==> src/rtl/sprite_motion_ctrl.sv <==
// Sprite motion sequencer: owns sprite position/direction, bounces it off the screen edges in vblank.
// Latency: rom_addr/pix_en registered (1 cycle); position moves the cycle after the qualifying frame tick.
// No backpressure: follows the raster counters every cycle; run=0 freezes motion, restart overrides all.
module sprite_motion_ctrl #(
  parameter int H_RES     = 640,
  parameter int V_RES     = 480,
  parameter int IMG_W     = 100,
  parameter int IMG_H     = 100,
  parameter int X0        = 200,
  parameter int Y0        = 200,
  parameter int STEP      = 1,
  parameter int FRAME_DIV = 2
) (
  input  logic        clk_i,
  input  logic        reset_ni,
  input  logic [9:0]  h_cnt_i,
  input  logic [9:0]  v_cnt_i,
  input  logic        valid_i,
  input  logic        run_i,
  input  logic        restart_i,
  output logic [9:0]  img_x_o,
  output logic [9:0]  img_y_o,
  output logic        dir_x_o,
  output logic        dir_y_o,
  output logic [13:0] rom_addr_o,
  output logic        pix_en_o,
  output logic        bounce_o,
  output logic        corner_o
);

  localparam logic [10:0] V_RES_C   = 11'(V_RES);
  localparam logic [10:0] X_MAX     = 11'(H_RES - IMG_W);
  localparam logic [10:0] Y_MAX     = 11'(V_RES - IMG_H);
  localparam logic [10:0] STEP_C    = 11'(STEP);
  localparam logic [10:0] IMG_W_M1  = 11'(IMG_W - 1);
  localparam logic [10:0] IMG_H_M1  = 11'(IMG_H - 1);
  localparam logic [13:0] ADDR_LAST = 14'(IMG_W * IMG_H - 1);
  localparam logic [7:0]  DIV_LAST  = 8'(FRAME_DIV - 1);
  localparam logic [9:0]  X0_C      = 10'(X0);
  localparam logic [9:0]  Y0_C      = 10'(Y0);

  typedef enum logic [1:0] {
    S_HOLD = 2'd0,
    S_WAIT = 2'd1,
    S_STEP = 2'd2
  } state_t;

  state_t      state_q;
  logic [9:0]  img_x_q, img_y_q;
  logic        dir_x_q, dir_y_q;
  logic [7:0]  frame_cnt_q;
  logic [13:0] rom_addr_q;
  logic        pix_en_q, bounce_q, corner_q;

  logic        tick, area, h_in, v_in;
  logic [10:0] h_ext, v_ext, x_ext, y_ext;
  logic [9:0]  img_x_d, img_y_d;
  logic        dir_x_d, dir_y_d, rev_x, rev_y;
  logic [13:0] rom_addr_d;

  // One axis step in 11-bit arithmetic: returns {reversed, new_dir, new_pos}; clamps at 0 and lim.
  function automatic logic [11:0] axis_next(input logic [9:0] pos, input logic dir,
                                            input logic [10:0] lim);
    logic [10:0] p;
    logic [10:0] nxt;
    logic [11:0] r;
    p   = {1'b0, pos};
    nxt = p + STEP_C;
    if (!dir) begin
      if (nxt >= lim) r = {1'b1, 1'b1, lim[9:0]};
      else            r = {1'b0, 1'b0, nxt[9:0]};
    end else begin
      if (p <= STEP_C) begin
        r = {1'b1, 1'b0, 10'd0};
      end else begin
        nxt = p - STEP_C;
        r   = {1'b0, 1'b1, nxt[9:0]};
      end
    end
    return r;
  endfunction

  // Frame tick, sprite area qualifier and the candidate next position for both axes.
  always_comb begin
    h_ext = {1'b0, h_cnt_i};
    v_ext = {1'b0, v_cnt_i};
    x_ext = {1'b0, img_x_q};
    y_ext = {1'b0, img_y_q};
    tick  = (v_ext == V_RES_C) && (h_cnt_i == 10'd0);
    h_in  = (h_ext >= x_ext) && (h_ext <= x_ext + IMG_W_M1);
    v_in  = (v_ext >= y_ext) && (v_ext <= y_ext + IMG_H_M1);
    area  = h_in && v_in && valid_i;
    {rev_x, dir_x_d, img_x_d} = axis_next(img_x_q, dir_x_q, X_MAX);
    {rev_y, dir_y_d, img_y_d} = axis_next(img_y_q, dir_y_q, Y_MAX);
  end

  // ROM address: restarts every frame tick, advances once per in-area pixel, wraps after the last texel.
  always_comb begin
    rom_addr_d = rom_addr_q;
    if (tick) begin
      rom_addr_d = 14'd0;
    end else if (area) begin
      rom_addr_d = (rom_addr_q == ADDR_LAST) ? 14'd0 : rom_addr_q + 14'd1;
    end
  end

  // Address and area qualifier registers; pix_en lines up with the ROM's registered output.
  always_ff @(posedge clk_i or negedge reset_ni) begin
    if (!reset_ni) begin
      rom_addr_q <= 14'd0;
      pix_en_q   <= 1'b0;
    end else begin
      rom_addr_q <= rom_addr_d;
      pix_en_q   <= area;
    end
  end

  // Motion FSM: counts frame ticks, steps position in vblank, restart overrides everything.
  always_ff @(posedge clk_i or negedge reset_ni) begin
    if (!reset_ni) begin
      state_q     <= S_WAIT;
      img_x_q     <= X0_C;
      img_y_q     <= Y0_C;
      dir_x_q     <= 1'b0;
      dir_y_q     <= 1'b0;
      frame_cnt_q <= 8'd0;
      bounce_q    <= 1'b0;
      corner_q    <= 1'b0;
    end else begin
      bounce_q <= 1'b0;
      corner_q <= 1'b0;
      if (restart_i) begin
        img_x_q     <= X0_C;
        img_y_q     <= Y0_C;
        dir_x_q     <= 1'b0;
        dir_y_q     <= 1'b0;
        frame_cnt_q <= 8'd0;
        state_q     <= run_i ? S_WAIT : S_HOLD;
      end else begin
        case (state_q)
          S_HOLD: begin
            if (run_i) state_q <= S_WAIT;
          end
          S_WAIT: begin
            if (!run_i) begin
              state_q <= S_HOLD;
            end else if (tick) begin
              if (frame_cnt_q == DIV_LAST) begin
                frame_cnt_q <= 8'd0;
                state_q     <= S_STEP;
              end else begin
                frame_cnt_q <= frame_cnt_q + 8'd1;
              end
            end
          end
          S_STEP: begin
            img_x_q  <= img_x_d;
            img_y_q  <= img_y_d;
            dir_x_q  <= dir_x_d;
            dir_y_q  <= dir_y_d;
            bounce_q <= rev_x | rev_y;
            corner_q <= rev_x & rev_y;
            state_q  <= S_WAIT;
          end
          default: state_q <= S_WAIT;
        endcase
      end
    end
  end

  assign img_x_o    = img_x_q;
  assign img_y_o    = img_y_q;
  assign dir_x_o    = dir_x_q;
  assign dir_y_o    = dir_y_q;
  assign rom_addr_o = rom_addr_q;
  assign pix_en_o   = pix_en_q;
  assign bounce_o   = bounce_q;
  assign corner_o   = corner_q;

endmodule

==> config.mk <==
export PLATFORM = sky130hd
export DESIGN_NAME = sprite_motion_ctrl
export DESIGN_NICKNAME = d
export VERILOG_FILES = /design/src/rtl/sprite_motion_ctrl.sv
export SDC_FILE = /design/constraint.sdc
export NUM_CORES = 1
export LEC_CHECK = 0
export CAP_MARGIN = 10
export CORE_MARGIN = 10
export CORE_UTILIZATION = 47
export CTS_BUF_LIST = sky130_fd_sc_hd__clkbuf_16
export CTS_CLUSTER_SIZE = 10
export DETAILED_ROUTE_END_ITERATION = 12
export PLACE_DENSITY = 0.68
export SLEW_MARGIN = 20
export SYNTH_ARGS = -nofsm -noshare
export SYNTH_HDL_FRONTEND = slang
export SYNTH_SLANG_ARGS = --single-unit
export TNS_END_PERCENT = 1
==> constraint.sdc <==
create_clock -name clk_i -period 4.5 [get_ports clk_i]
set_input_delay 1.125 -clock clk_i [delete_from_list [all_inputs] [get_ports clk_i]]
set_output_delay 1.125 -clock clk_i [all_outputs]
set_load 0.005 [all_outputs]
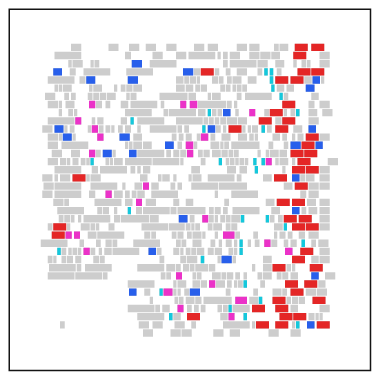
(run_1/gate_families.png)
(3 px per um)
Key: AND-OR and OR-AND gates = blue [cells 27, most used o21a_1]; adder and majority cells = red [cells 49, most used ha_1, where a column on the right]; AND and OR gates = magenta [cells 28, most used and3_1]; inverters = cyan [cells 31, most used inv_1]

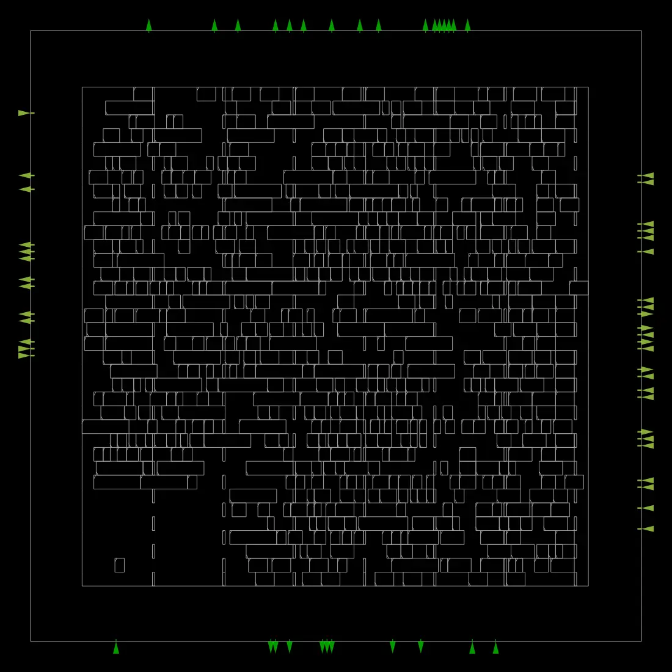
(run_1/final_placement.png)
Finished Core Util: 57.2%
area of the core: 9730 um2
number of fill cells in the layout: 936

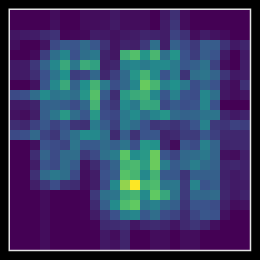
(run_1/wire_density.png)
(2 px per um) 24 x 24 tiles, from dark purple (low) to yellow (high), scaled to the fullest tile. Values are wire area over tile area, all layers added.
8.5% of the tiles are over half the peak. The emptiest ninth of the die: lower left. 20% of the tiles are nearly empty.

==> results.toml, run 1 <==
# yosys + openroad results
[run_status]
status = "completed"

[sta]
worst_slew_pin_slew_ns = 0.936
timing.hold.ws_ns = 0.534
clock_skew_ns = 0.0121
fmax_mhz = 257
rsz0062_at_grt = "no"
period_used_pct = 86.5
slew_headroom_pct = 37.5
setup_viol_count_final = 0
setup_tns_ns = 0
slew_violations = 0

[setup_path]
arrival_ns = 4.04
reg2reg_from = "img_x_o[2]"
critPathMaxFanout = 13
path_cells = "nand3_1 > o21ai_0 > nand3_1 > xnor2_1 > ha_1 > inv_1 > o21ai_0 > or4_1 > a32oi_1 > and3_1 > a311oi_1"
reg2reg_slack_ns = 0.61
required_ns = 4.65
crit_type = "reg2reg"
worst-path-buf-inv = 1
slowest_delay_ns = 0.60
cp-start-kind = "flop"
cp_slowest_cell = "dfrtp_1"

[clock_tree]
cts_made_buffers = 5
cts_root_buffer = "clkbuf_16"
htree_levels = 2
postCtsHoldBufs = 0
ctsResizeCount = 0
cts.clk_slew.worst_paths_ns = 0.07
cts_buffer_depth = 2

[run]
cap_violations = 0
warnings = 33

[yosys]
yosysUniqueCellTypes = 60
top_cell_area_share_pct = 22.4
ys_ff = 49
yosys.area.top_type = "dfrtp_1"
synth-edff-count = 0
yosys_cells = 594
syn-cell-area_um2 = 4690
synthTopLogicFamily = "simple AND/OR/NAND/NOR gates"
async_flop_share_pct = 100
aoi_share_pct = 24.0
yosys_area_um2 = 4690
yosys_warnings = 0
flop_cell = "dfrtp_1"
synth.avg_cell_area_um2 = 7.90
simple_gate_area_share_pct = 24.9
syn_inst = 594

[power]
comb_power_share_pct = 16.1
pwr-share-clk_pct = 37.3
power.internal_mw = 0.743
ir_worst_vdd_mv = 0.231
power_density_nw_per_um2 = 183
p_sw_mw = 0.276
p_leak_nw = 2.23

[route]
vias_per_cell = 6.07
wl_per_cell_um = 17.9
drtAntennaViolNets = 0
drc = 0
drt_first_pass_iters = 5
drt_iter0_markers = 304

[die]
die_h_um = 120
floorplan.core_util_pct = 48.2
io_pins = 64
die_area_um2 = 14400
fp-row-count = 36

[global_routing]
antenna_found_initial = 0
grt_pass1_wl_mm = 23.3
grt_start_max_net_pins = 27
grt_usage_pct = 19.1
grt_pass1_vias = 4607

[hold_path]
hold_start = "frame_cnt_q[6]"
holdPathStages = 1

[final_layout]
final_nets = 717
synthToLayoutAreaGrowth_pct = 18.6
layout-drive-gt1-share_pct = 6.37
run 1: placed cells by master (no fill, tap or decap), types with 9 or more instances in the layout:
cell             instances
clkdlybuf4s50_1         62
nand2_1                 55
o21ai_0                 49
ha_1                    49
dfrtp_1                 42
a21oi_1                 40
nor2_1                  40
inv_1                   30
nand3_1                 27
xnor2_1                 26
nor3_1                  22
nand4_1                 19
nand2b_1                14
nor4_1                  13
and3_1                  10
buf_4                   10
a31oi_1                  9
run 1: worst max-delay path by stage:
stage | to | from | cells after the start
global placement | rom_addr_o[7] | h_cnt_i[8] | 8
global route | rom_addr_o[1] | img_x_o[2] | 11
detailed placement | rom_addr_o[7] | h_cnt_i[8] | 8
finish | rom_addr_o[7] | img_x_o[2] | 11
floorplan | rom_addr_o[1] | img_y_o[0] | 14
CTS | rom_addr_o[7] | img_x_o[3] | 11
run 1: sequential cells by signal, indices dropped and copies added, names as in the netlist:
name         flops
img_y_o         10
dir_y_o          1
frame_cnt_q      8
img_x_o         10
rom_addr_o      14
bounce_o         1
state_q          2
dir_x_o          1
corner_o         1
pix_en_o         1
run 1: stage by stage:
step / instance area, um2 / power (mW) / setup slack, ns / instances
final: 5560 / 1.02 / 0.607 / 777
after global routing: 5560 / 1.07 / 0.367 / 777
after CTS: 5560 / 1.03 / 0.673 / 777
after detailed placement: 5420 / 0.646 / 0.568 / 769
after global placement: 5420 / 0.642 / 0.627 / 769
after floorplan: 4690 / 0.553 / 1.07 / 594
run 1: per-layer routing:
metal / vias to the layer above / GRT usage, % / part of all wire, %
li1: 2312 / - / -
met1: 2189 / 26.5 / 47
met2: 204 / 30.4 / 45
met3: 9 / 3.14 / 7.1
met4: 0 / 4.22 / 0.88
met5: - / 0 / 0
run 1: cell type report:
type	instances	area, um2	share of cell area, %
clock buffer	5	125	2.25
clock inverter	3	17.5	0.315
inverter	31	116	2.09
multi-input combinational	483	3200	57.6
sequential	49	1230	22.2
tap	133	166	2.99
timing repair buffer	73	701	12.6
run 1: power groups by stage:
stage / logic [mW] / registers [mW] / clock network, mW
finish: 0.164 / 0.475 / 0.380
global route: 0.189 / 0.477 / 0.405
CTS: 0.166 / 0.474 / 0.388
detailed placement: 0.165 / 0.481 / 0
global placement: 0.161 / 0.480 / 0
floorplan: 0.0745 / 0.479 / 0
run 1: worst register-to-register path: stages, from the launching register on:
cell and delay (ns):
dfrtp_1 0.60, nand3_1 0.36, o21ai_0 0.39, nand3_1 0.14, xnor2_1 0.15, ha_1 0.29
inv_1 0.06, o21ai_0 0.09, or4_1 0.54, a32oi_1 0.36, and3_1 0.59, a311oi_1 0.19
run 1: Yosys cell counts (all sizes together), types with 6 or more instances:
| master | count |
|---|---|
| nand2 | 55 |
| o21ai | 50 |
| ha | 49 |
| dfrtp | 42 |
| a21oi | 40 |
| nor2 | 40 |
| inv | 30 |
| nand3 | 27 |
| xnor2 | 26 |
| nor3 | 22 |
| clkbuf | 21 |
| nand4 | 19 |
| nand2b | 14 |
| nor4 | 13 |
| and3 | 10 |
| buf | 10 |
| a31oi | 9 |
| o21a | 8 |
| a41oi | 7 |
| dfstp | 7 |
| o211ai | 7 |
| or3 | 7 |
| a31o | 6 |
| o22ai | 6 |
| or4 | 6 |
==> run 2, diff against run 1 <==
--- a/config.mk
+++ b/config.mk
@@ -5,7 +5,7 @@
 export SDC_FILE = /design/constraint.sdc
 export NUM_CORES = 1
 export LEC_CHECK = 0
-export CAP_MARGIN = 10
+export CAP_MARGIN = 20
 export CORE_MARGIN = 10
 export CORE_UTILIZATION = 47
 export CTS_BUF_LIST = sky130_fd_sc_hd__clkbuf_16
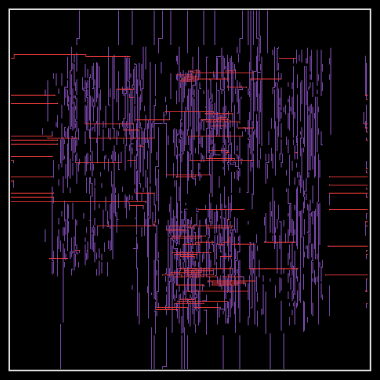
(run_2/metal_stack.png)
(3 px per um) Two of the layers only.
Key: met3 = red [wire length 990 um]; met2 = purple [wire length 6,290 um]

==> results.toml, run 2 <==
# yosys + openroad results
[sta]
setup_tns_ns = 0
timing.hold.ws_ns = 0.534
worst_slew_pin_slew_ns = 0.936
fmax_mhz = 257
clock_skew_ns = 0.0121
slew_headroom_pct = 37.5
setup_viol_count_final = 0
period_used_pct = 86.5

[yosys]
synth-edff-count = 0
synth.avg_cell_area_um2 = 7.90
top_cells_by_area = "dfrtp_1 (22%), ha_1 (13%), o21ai_0 (5.2%), xnor2_1 (4.9%), nand2_1 (4.4%)"
common_cells = "nand2_1 (55), ha_1 (49), o21ai_0 (49), dfrtp_1 (42)"
yosys.area.top_type = "dfrtp_1"
syn_inst = 594
ys_ff = 49
yosys_area_um2 = 4690
top_cell_area_share_pct = 22.4
syn-cell-area_um2 = 4690
flop_cell = "dfrtp_1"
yosys_warnings = 0
async_flop_share_pct = 100
yosysUniqueCellTypes = 60
yosys_cells = 594

[setup_path]
cp_slowest_cell = "dfrtp_1"
worst-path-buf-inv = 1
path_cells = "nand3_1 > o21ai_0 > nand3_1 > xnor2_1 > ha_1 > inv_1 > o21ai_0 > or4_1 > a32oi_1 > and3_1 > a311oi_1"
cp-start-kind = "flop"
slowest_delay_ns = 0.60
arrival_ns = 4.04
crit_type = "reg2reg"

[power]
power.internal_mw = 0.743
comb_power_share_pct = 16.1
p_sw_mw = 0.276
pwr-share-clk_pct = 37.3
power_mw = 1.02
p_leak_nw = 2.23
power_density_nw_per_um2 = 183
ir_worst_vdd_mv = 0.231

[run]
warnings = 33
cap_violations = 0

[route]
vias_per_cell = 6.07
drc = 0
drtAntennaViolNets = 0
vias = 4714
drt_first_pass_iters = 5
drt_iter0_markers = 304
wl_per_cell_um = 17.9

[die]
core_area_um2 = 9730
io_pins = 64
die_area_um2 = 14400
fp-row-count = 36
floorplan.core_util_pct = 48.2

[clock_tree]
cts_made_buffers = 5
cts_buffer_depth = 2
cts_root_buffer = "clkbuf_16"
postCtsHoldBufs = 0
ctsResizeCount = 0
htree_levels = 2

[final_layout]
largest_reg_flops = 14
final_common_cell = "clkdlybuf4s50_1"
final_nets = 717
layout-drive-gt1-share_pct = 6.37
synthToLayoutAreaGrowth_pct = 18.6
lay_top_cells = "clkdlybuf4s50_1 (62), nand2_1 (55), o21ai_0 (49), ha_1 (49), dfrtp_1 (42)"
n_fill_cell = 936

[global_routing]
grt_usage_pct = 19.1
grt_start_max_net_pins = 27
grt_pass1_vias = 4607
grt_pass1_wl_mm = 23.3
antenna_found_initial = 0

[run_status]
status = "completed"
[run 2: cell counts after synthesis]
No cell type changed its count.
[run 2: through the flow]
step,worst slack [ns],cells,utilization [%],area [um2]
final,0.607,777,57.2,5560
after global routing,0.367,777,57.2,5560
after CTS,0.673,777,57.2,5560
after detailed placement,0.568,769,55.7,5420
after global placement,0.627,769,55.7,5420
after floorplan,1.07,594,-,4690
[run 2: worst reg2reg max path: stages (launching register included)]
cell and delay [ns]:
dfrtp_1 0.60, nand3_1 0.36, o21ai_0 0.39, nand3_1 0.14
xnor2_1 0.15, ha_1 0.29, inv_1 0.06, o21ai_0 0.09
or4_1 0.54, a32oi_1 0.36, and3_1 0.59, a311oi_1 0.19
[run 2: cells by family after synthesis]
group	after synthesis	synth area share [%]
buffers and inverters	62	5.39
adder cells (fa/ha/maj)	49	13.1
AND/OR/NAND/NOR	229	24.9
flip-flops	49	26.3
multiplexers	5	1.07
AND-OR/OR-AND	172	24.0
XOR/XNOR	28	5.23
[run 2: path summary, 6_finish.rpt]
check | start | end | slack (ns) | cells after the start
min in group asynchronous | reset_ni | img_x_o[4] | 0.82 | 1
worst max register to register | img_x_o[2] | rom_addr_o[7] | 0.61 | 11
max in group asynchronous | reset_ni | img_y_o[6] | 2.87 | 2
worst max-delay path | img_x_o[2] | rom_addr_o[7] | 0.61 | 11
worst min-delay path | frame_cnt_q[6] | frame_cnt_q[6] | 0.53 | 1
worst min register to register | frame_cnt_q[6] | frame_cnt_q[6] | 0.53 | 1
[run 2: per-layer routing]
layer / track usage [%] / wire [um]
met2: 30.4 / 6290
met5: 0 / 0
met3: 3.14 / 989
met1: 26.5 / 6510
met4: 4.22 / 123
[run 2: power groups by stage]
stage | sequential, mW | combinational (mW) | clock [mW]
5_1_grt | 0.477 | 0.189 | 0.405
6_report | 0.475 | 0.164 | 0.380
3_5_place_dp | 0.481 | 0.165 | 0
4_1_cts | 0.474 | 0.166 | 0.388
3_3_place_gp | 0.480 | 0.161 | 0
2_1_floorplan | 0.479 | 0.0745 | 0
[run 2: area by class of cell]
class / instances / area (um2) / area share [%]
multi-input combinational: 483 / 3200 / 57.6
sequential: 49 / 1230 / 22.2
timing repair buffer: 73 / 701 / 12.6
tap: 133 / 166 / 2.99
clock buffer: 5 / 125 / 2.25
inverter: 31 / 116 / 2.09
clock inverter: 3 / 17.5 / 0.315
Power and IR drop assume default switching activity.
